Design load_store_unit_flat, sky130hd; sources not shown.
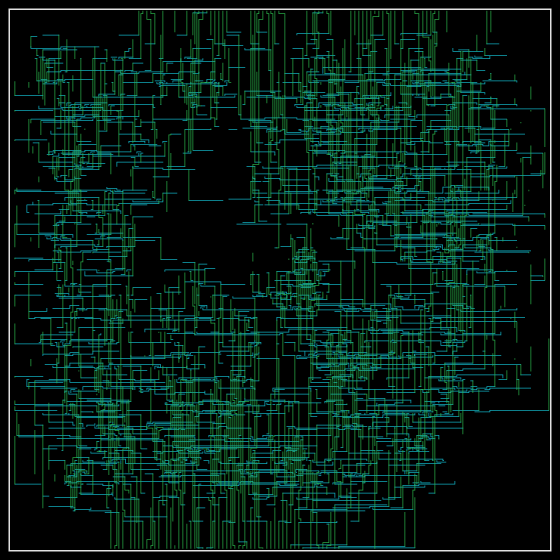
(run_1/layers.png)
Only two layers are drawn.
| color | layer | wire length |
|---|---|---|
| cyan | M1 | 7260 µm |
| green | M2 | 8430 µm |
WL/cell: 17.8 µm
Via Count: 5396
gr usage total: 22.0%
final wirelength: 17.5 mm

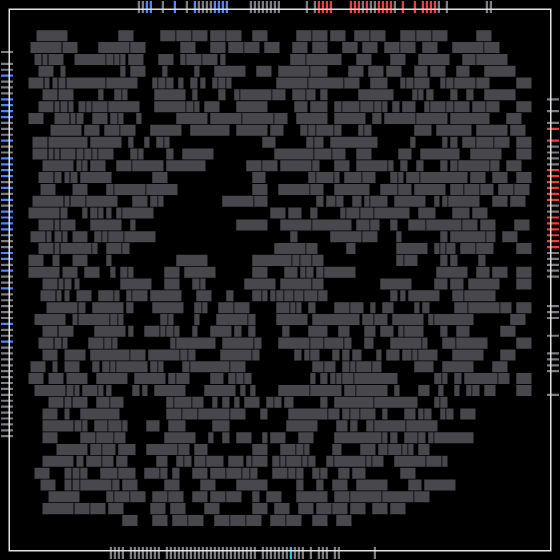
(run_1/pinout.png)
Pins as bars across the die edge, other pins in gray.
| color | port | pins | direction | edge |
|---|---|---|---|---|
| blue | ram_RAM_addr | 30 | output | 22 west, 8 north |
| red | ram_RAM_rdata | 32 | input | 18 north, 14 east |
| cyan | ram_RAM_req | 1 | output | south |
Die Y: 124 µm
# port buffers: 206

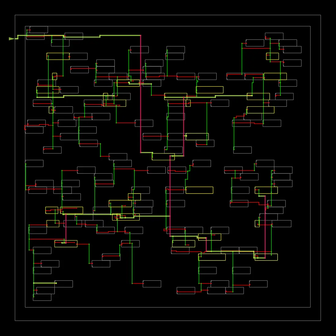
(run_1/clock_nets.png)
CLK BUF: 21
clk latency late pin: 420 ps

==> summary.txt, run 1 <==
fresh numbers from the pnr run: HP Class reg -> reg, Avg Vias per Cell 5.48, clock sink count 118, CP max stage cell clkdlybuf4s50_1, ys cells 619, RSZ-0062 raised after global routing no, placed cell count 954, reg2reg setup slack 3350 ps, grt total ovfl 0, hold_buf cts 0, Pre-Repair DR Iteration Count 5, RePlAce Congestion 0.832, antenna-violating nets left 0, area post-placement 7500 µm², setup violation total in the final timing report 0, yosys simple share 14.8%, Site Rows 42, design area 8140 µm², status completed, Slowest Stage Delay on Critical Path 610 ps, Rel. slew slack 47.1%, commonest cells in the synthesized netlist 123 x nand2_1, 118 x dfxtp_1, 78 x a21oi_1, 48 x o21ai_0, 28 x clkbuf_1, initial antenna violation count 0
-- run 1: layer usage --
metal | wire (µm) | GRT usage [%] | vias to the layer above
met2 | 8430 | 35.9 | 190
met1 | 7260 | 26.2 | 2584
met5 | 0 | 0 | -
met4 | 295 | 7.03 | 0
li1 | - | - | 2597
met3 | 1510 | 9.24 | 25
-- run 1: area by class of cell --
type	count	area, µm²	share of cell area (%)
flip-flops and latches	118	2360	29.0
clock buffers	21	480	5.90
multi-input cells	440	2790	34.3
clock inverters	10	150	1.85
inverters	8	30.0	0.369
well taps	176	220	2.71
repair buffers	212	2100	25.9
-- run 1: power breakdown --
group          switching (mW)  internal (mW)
registers              0.0382          0.862
logic                   0.197          0.220
clock network           0.360          0.756
total                   0.595           1.84
==> run_1/ff_map.png <==
Bar = 20 µm. Other sequential cells in the stronger gray, the rest of the logic in the fainter gray.
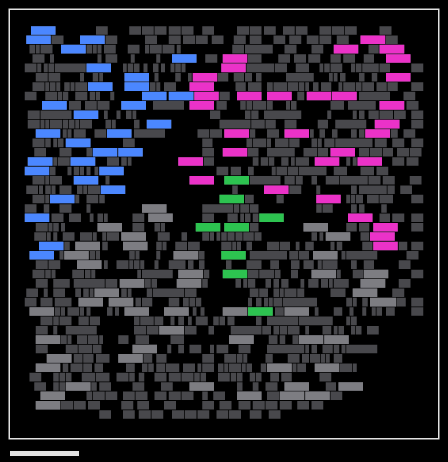

==> run 2, diff against run 1 <==
clock period = 3.1 ns   (was 5.8 ns; I/O delays follow)
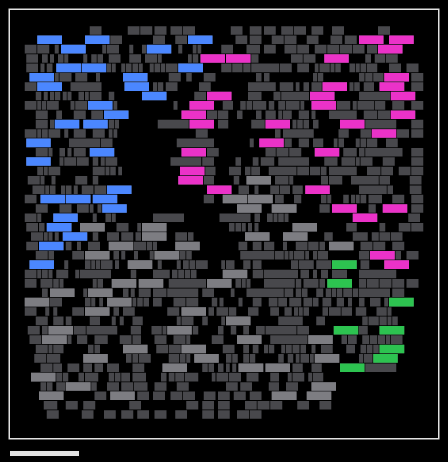
(run_2/ff_map.png)
Bar = 20 µm. Other sequential cells in the stronger gray, the rest of the logic in the fainter gray.
| color | netlist name | sequential cells |
|---|---|---|
| green | u_core.timer | 8 |
| blue | u_core.ram.RAM_addr | 30 |
| magenta | u_core.lsu.LSU_read_data | 32 |
not colored: 48
sequential cell area share: 28.7%
P_seq: 1.67 mW
Layout Utilization: 62.1%
Flop area: 2360 µm²

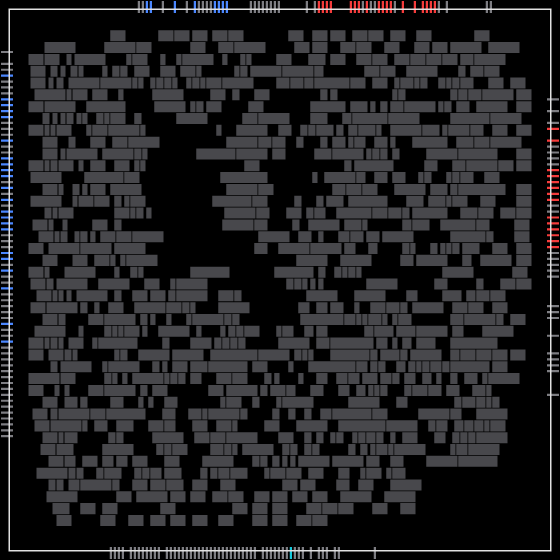
(run_2/pinout.png)
Pins as bars across the die edge, other pins in gray.
| color | port | pins | direction | edge |
|---|---|---|---|---|
| blue | ram_RAM_addr | 30 | output | 22 west, 8 north |
| red | ram_RAM_rdata | 32 | input | 18 north, 14 east |
| cyan | ram_RAM_req | 1 | output | south |
all pins by edge: 65 west, 53 south, 52 north, 37 east
width of the die: 124 µm

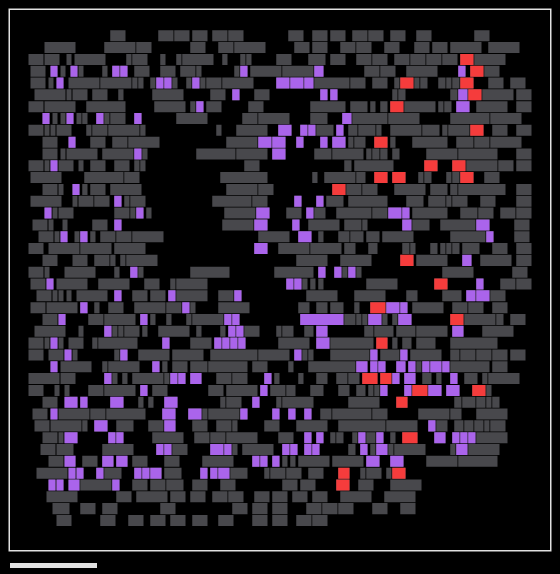
(run_2/gates.png)
Bar = 20 µm.
| color | family | cells | most used |
|---|---|---|---|
| purple | aoi and oai cells | 182 | a21oi_1 |
| red | non-inverting ao/oa cells | 28 | a22o_1 |
most used logic cell in the final layout: clkdlybuf4s50_1
non-filler cells, final: 991
logic share of the area: 33.9%

==> summary.txt, run 2 <==
fresh numbers from the pnr run: clock-net power 2.22 mW (+98%), grt total ovfl 0 (unchanged), # port buffers 206 (unchanged), initial antenna violation count 0 (unchanged), Highest Signal Layer met4, clock sink count 118 (unchanged), final wirelength 17.7 mm (+1.1%), CLK BUF 22 (+4.8%), WL met3 1.56 mm (+3.2%), WL/cell 17.9 µm (+0.48%), Gate power share 17.0% (about the same), Slowest Stage Delay on Critical Path 620 ps (about the same), met2 wire len 8.50 mm (+0.87%), reg2reg setup slack 860 ps (-2490 ps), Logic power comb 0.799 mW (+92%), status completed, Rel. slew slack 51.9% (+4.8 points), Power Internal 3.58 mW (+94%), Top power group clock, Tapcells 176 (unchanged), ys cells 619 (unchanged), Net Switching 1.12 mW (+88%), non-clock inverter count 8 (unchanged), Avg Vias per Cell 5.45 (-0.57%), switch share 23.8% (-0.62 points)
## run 2: kinds of logic after synthesis
kind of cell / count (synthesis) / share of synthesized area, %
AOI/OAI and AO/OA: 210 / 24.9
xor gates and xnor gates: 1 / 0.162
adders and majority gates: 6 / 1.34
buffers and inverters: 61 / 4.77
DFF: 118 / 43.7
muxes: 43 / 10.4
and+or+nand+nor: 180 / 14.8
## run 2: metrics by stage
step	hold slack [ps]	total power, mW	worst slack, ps	cell area (µm²)
global placement	441	2.48	377	7560
finish	453	4.69	571	8220
floorplan	432	2.07	1210	5410
global route	471	4.88	480	8220
CTS	454	4.73	542	8220
detailed placement	447	2.50	392	7560
## run 2: worst reg2reg max path, cell delays in order (launching register included)
cell and delay (ps):
dfxtp_1 310, inv_1 100, ha_1 470, nand4bb_4 190, and2_4 210, or4_1 680
o2bb2ai_1 210
No activity file was given, so power comes from the tool's default toggle rates.
